File: config.mk
export PLATFORM = sky130hd
export DESIGN_NAME = pipeline_sequencer
export DESIGN_NICKNAME = d
export VERILOG_FILES = /design/src/rtl/pipeline_sequencer_pkg.sv /design/src/rtl/pipeline_sequencer_sat.sv /design/src/rtl/pipeline_sequencer.sv
export SDC_FILE = /design/constraint.sdc
export NUM_CORES = 1
export LEC_CHECK = 0
export ABC_AREA = 1
export CORE_MARGIN = 4
export CORE_UTILIZATION = 54
export CTS_BUF_LIST = sky130_fd_sc_hd__clkbuf_8
export DETAILED_ROUTE_END_ITERATION = 7
export PLACE_DENSITY = 0.83
export SKIP_CTS_REPAIR_TIMING = 1
export SLEW_MARGIN = 10
export SYNTH_ARGS = -nofsm -noshare
export SYNTH_HDL_FRONTEND = slang
export SYNTH_SLANG_ARGS = --single-unit
File: constraint.sdc
create_clock -name clk -period 1.9 [get_ports clk]
set_input_delay 0.38 -clock clk [delete_from_list [all_inputs] [get_ports clk]]
set_output_delay 0.38 -clock clk [all_outputs]
set_load 0.02 [all_outputs]
File: src/rtl/pipeline_sequencer_pkg.sv
// Shared pipeline-control definitions: sequencer state encoding and
// default widths/depths used by the sequencer and its counters.
package pipeline_sequencer_pkg;

  typedef enum logic [1:0] {
    ST_RUN   = 2'd0,
    ST_DRAIN = 2'd1,
    ST_HALT  = 2'd2
  } seq_state_e;

  localparam int DEF_CNT_W        = 16;
  localparam int DEF_DRAIN_CYCLES = 3;

endpackage

File: src/rtl/pipeline_sequencer_sat.sv
// Saturating event counter with synchronous clear; clear wins over count.
module sat_counter #(
  parameter int W = 16
) (
  input  logic         clk,
  input  logic         rst_n,
  input  logic         i_en,
  input  logic         i_clr,
  output logic [W-1:0] o_cnt
);

  logic [W-1:0] r_cnt;

  // Count up to all-ones and stick there.
  always_ff @(posedge clk or negedge rst_n) begin
    if (!rst_n) begin
      r_cnt <= {W{1'b0}};
    end else if (i_clr) begin
      r_cnt <= {W{1'b0}};
    end else if (i_en && (r_cnt != {W{1'b1}})) begin
      r_cnt <= r_cnt + {{(W-1){1'b0}}, 1'b1};
    end else begin
      r_cnt <= r_cnt;
    end
  end

  assign o_cnt = r_cnt;

endmodule

File: src/rtl/pipeline_sequencer.sv
// Five-stage pipeline sequencer: stage enables/flushes from hazards, plus a
// halt sequence that drains EX/MEM/WB before stopping until a go pulse.
module pipeline_sequencer
  import pipeline_sequencer_pkg::*;
#(
  parameter int CNT_W        = DEF_CNT_W,
  parameter int DRAIN_CYCLES = DEF_DRAIN_CYCLES
) (
  input  logic             clk,
  input  logic             rst_n,
  input  logic             mem_busy,
  input  logic             branch_taken,
  input  logic             stall,
  input  logic             halt_req,
  input  logic             go,
  input  logic             clr_cnt,
  output logic             pc_en,
  output logic             ifid_en,
  output logic             idex_en,
  output logic             exmem_en,
  output logic             memwb_en,
  output logic             ifid_flush,
  output logic             idex_flush,
  output logic             halted,
  output logic [CNT_W-1:0] stall_cnt,
  output logic [CNT_W-1:0] flush_cnt
);

  localparam int DW = $clog2(DRAIN_CYCLES + 1) + 1;
  localparam logic [DW-1:0] DRAIN_LAST = DW'(DRAIN_CYCLES - 1);

  seq_state_e    r_state, w_state_nxt;
  logic [DW-1:0] r_drain_cnt, w_drain_nxt, w_drain_inc;
  logic          w_redirect, w_bubble, w_accept;

  // Hazard priority in RUN: mem_busy > branch_taken > stall > halt_req.
  assign w_redirect = (r_state == ST_RUN) && !mem_busy && branch_taken;
  assign w_bubble   = (r_state == ST_RUN) && !mem_busy && !branch_taken && stall;
  assign w_accept   = (r_state == ST_RUN) && !mem_busy && !branch_taken && !stall && halt_req;
  assign w_drain_inc = r_drain_cnt + {{(DW-1){1'b0}}, 1'b1};

  // State and drain-counter register.
  always_ff @(posedge clk or negedge rst_n) begin
    if (!rst_n) begin
      r_state     <= ST_RUN;
      r_drain_cnt <= {DW{1'b0}};
    end else begin
      r_state     <= w_state_nxt;
      r_drain_cnt <= w_drain_nxt;
    end
  end

  // Next-state logic; a frozen DRAIN cycle makes no drain progress.
  always_comb begin
    w_state_nxt = r_state;
    w_drain_nxt = r_drain_cnt;
    case (r_state)
      ST_RUN: begin
        if (w_accept) begin
          w_state_nxt = ST_DRAIN;
          w_drain_nxt = {DW{1'b0}};
        end else begin
          w_state_nxt = ST_RUN;
        end
      end
      ST_DRAIN: begin
        if (mem_busy) begin
          w_state_nxt = ST_DRAIN;
        end else if (w_drain_inc >= DRAIN_LAST) begin
          w_state_nxt = ST_HALT;
          w_drain_nxt = w_drain_inc;
        end else begin
          w_state_nxt = ST_DRAIN;
          w_drain_nxt = w_drain_inc;
        end
      end
      ST_HALT: begin
        if (go) begin
          w_state_nxt = ST_RUN;
        end else begin
          w_state_nxt = ST_HALT;
        end
      end
      default: begin
        w_state_nxt = ST_RUN;
        w_drain_nxt = {DW{1'b0}};
      end
    endcase
  end

  // Zero-latency stage enables and flushes.
  always_comb begin
    {pc_en, ifid_en, idex_en, exmem_en, memwb_en} = 5'b00000;
    {ifid_flush, idex_flush}                      = 2'b00;
    case (r_state)
      ST_RUN: begin
        if (mem_busy) begin
          {pc_en, ifid_en, idex_en, exmem_en, memwb_en} = 5'b00000;
        end else if (branch_taken) begin
          {pc_en, ifid_en, idex_en, exmem_en, memwb_en} = 5'b11111;
          {ifid_flush, idex_flush}                      = 2'b11;
        end else if (stall) begin
          {pc_en, ifid_en, idex_en, exmem_en, memwb_en} = 5'b00111;
          {ifid_flush, idex_flush}                      = 2'b01;
        end else begin
          {pc_en, ifid_en, idex_en, exmem_en, memwb_en} = 5'b11111;
        end
      end
      ST_DRAIN: begin
        if (mem_busy) begin
          {pc_en, ifid_en, idex_en, exmem_en, memwb_en} = 5'b00000;
        end else begin
          {pc_en, ifid_en, idex_en, exmem_en, memwb_en} = 5'b00111;
          {ifid_flush, idex_flush}                      = 2'b01;
        end
      end
      ST_HALT: begin
        {pc_en, ifid_en, idex_en, exmem_en, memwb_en} = 5'b00000;
      end
      default: begin
        {pc_en, ifid_en, idex_en, exmem_en, memwb_en} = 5'b00000;
      end
    endcase
  end

  assign halted = (r_state == ST_HALT);

  sat_counter #(.W(CNT_W)) u_stall_cnt (
    .clk   (clk),
    .rst_n (rst_n),
    .i_en  (w_bubble),
    .i_clr (clr_cnt),
    .o_cnt (stall_cnt)
  );

  sat_counter #(.W(CNT_W)) u_flush_cnt (
    .clk   (clk),
    .rst_n (rst_n),
    .i_en  (w_redirect),
    .i_clr (clr_cnt),
    .o_cnt (flush_cnt)
  );

endmodule

### Met1 routing

Supply wires on this layer in gray.
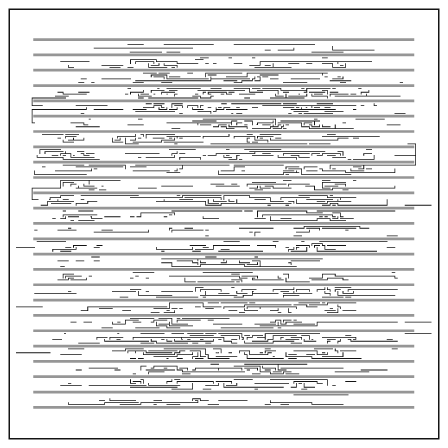
share of all routed wire: 46%
main direction: horizontal
longest straight run: 28.5 um
nets with wire on the layer: 359
wire length on this layer: 2,710 um
met1 usage in global routing: 27.8%
final WL: 5920 um
via count: 2,401

### M2 wires

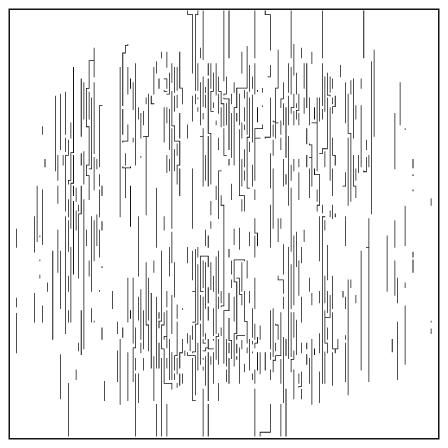
nets with wire on the layer: 338
main direction: vertical
met2 usage: 34.0%

==> flow_summary.toml <==
# synthesis and place-and-route metrics
[setup_path]
max_stage_delay_ns = 0.46
critPathArrivalTime_ns = 1.45
rrSetupSlack_ns = 0.20
start_kind = "input pin"
cp_top_family = "buffers and inverters"
path_depth = 5
critPathBufInv = 2
startpoint = "mem_busy"
worstSetupEndpointType = "output pin"
critPathSlowestCell = "clkdlybuf4s50_1"
path_cells = "clkdlybuf4s50_1, nor2_2, nand2_2, a21oi_1, buf_2"
required_ns = 1.52
reg2reg_from = "u_flush_cnt.o_cnt[1]"
crit_type = "input pin to output pin"
rr_endpoint = "u_flush_cnt.o_cnt[15]"
r2r_cells = 10
endpoint = "ifid_en"
path_max_fanout = 3

[global_route]
grt_max_degree = 38
busiest_layer = "met2"
antenna_found_initial = 0
grt_usage_pct = 20.9
grt_pass1_wl_um = 10200
overflow = 0
grt_pass1_vias = 2255

[yosys]
compound_area_share_pct = 5.22
ys_types = 28
yosys.stat.seqShare_pct = 37.1
ys_sh_mux_pct = 0
top_area_share_pct = 37.1
top_cells_by_area = "dfrtp_1, nand2_1, nand4_1"
syn_inst = 334
synth_top_cell_by_count = "nand2_1"
ys_sh_xor_pct = 3.86
ys_sh_simple_pct = 44.4
yosys_warnings = 0
fa_ha_area_share_pct = 2.01
logic_family = "simple AND/OR/NAND/NOR gates"
yosys.area.top_type = "dfrtp_1"
enable_flop_cells = 0
syn_area_per_cell_um2 = 7.47
ys_area_um2 = 2490
synth_nets = 346
async_reset_ff_share_pct = 100
synth.ff_latch_count = 37
synthTopCellsByCount = "nand2_1, nor2_1, dfrtp_1, nand4_1"
syn-cell-area_um2 = 2490
yosysCellCount = 334
yosys_most_used_dff = "dfrtp_1"

[placed_design]
finalWeightedCongestion = 0.878
dp_hpwl_um = 4440
dp_cells = 442
port_buffers = 47
dpl_cell_area_um2 = 3120
post-place-ws_ns = -0.392

[detailed_routing]
wl_met3_um = 355
drt_iter0_drc = 203
viasPerCell = 5.35
wl_met2_um = 2780
post_drt_wl_per_cell_um = 13.2
maxUsedRoutingLayer = "met4"
antenna_left = 0
firstDrtPassIters = 5
met1Wirelength_um = 2710
drcViolationCount = 0

[clock_tree]
cts.sinks = 37
path_clk_slew_ns = 0.07
cts_buffers = 5
cts_max_level = 2
clk_latency_ns = 0.29
clk_path_buf_depth = 2
cts_root_buf = "clkbuf_8"
tritoncts = "yes"

[layout]
logic_area_um2 = 1390
drive_above_1_share_pct = 16.1
dominant-cell-class = "multi-input combinational cells"
nMultiInputCombCells = 261
antenna_cells = 0
fin_cells = 449
layout_top_cells = "nand2_1, nor2_1, clkdlybuf4s50_1"
seq_cells = 37
buf_share_pct = 20.3
lay_top_count = "nand2_1"
clock_area_share_pct = 2.69
regArea_um2 = 926
area_growth_pct = 28.5
nets = 409
fillers = 358
sh_seq_area_pct = 28.9
utilization_pct = 72.6
n_all_inverters = 25
sh_comb_area_pct = 43.2
post-route-cell-area_um2 = 3210
buffers_excl_clock = 67
final.clkbuf_count = 6

[final_timing]
fin_hold_ws_ns = 0.130
finalWorstSetupSlack_ns = 0.0668
setup_viol = 0
hold_viol = 0
drv_slew = 0
slew-limit-headroom_pct = 68.0
fmaxAchievable_mhz = 545
finalSetupTns_ns = 0
clock_skew_ns = 0.00345
period_used_pct = 96.5
min_period_ns = 1.83
rsz0062_at_grt = "no"
worst_pin_slew_ns = 0.480

[power]
ir_worst_vdd_v = 0.000543
comb_power_w = 0.000646
combPwrFrac_pct = 31.1
seq_cell_power_w = 0.000890
pg_clk_w = 0.000544
finalPower_w = 0.00208
seqPwrFrac_pct = 42.8
p_leak_nw = 1.56
switching_share_pct = 32.7
p_int_w = 0.00140
p_clk_share_pct = 26.1
maxPowerGroup = "registers"
p_switching_w = 0.000680
power.density_nw_per_um2 = 649

[hold_path]
hold_class = "input pin to async pin"

[run_status]
status = "finished, final reports clean"

[die]
fp-utilization_pct = 56.5
io_pins = 48
rows = 24
dieHeight_um = 76.0
taps = 52
core_area_um2 = 4410
die_area_um2 = 5770
die_w_um = 76.0

[run]
maxCapViolations = 0
warnings = 27
### Signal wires on met3

Bar = 20 um. Cells faint in the background.
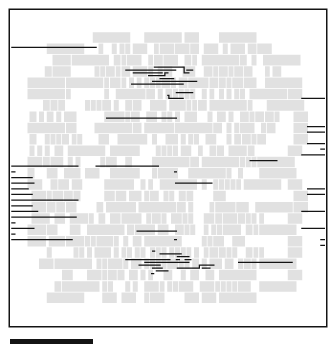
longest straight run: 20.2 um
main direction: horizontal
nets with wire on the layer: 49
wire length on this layer: 356 um
met3 usage: 4.96%

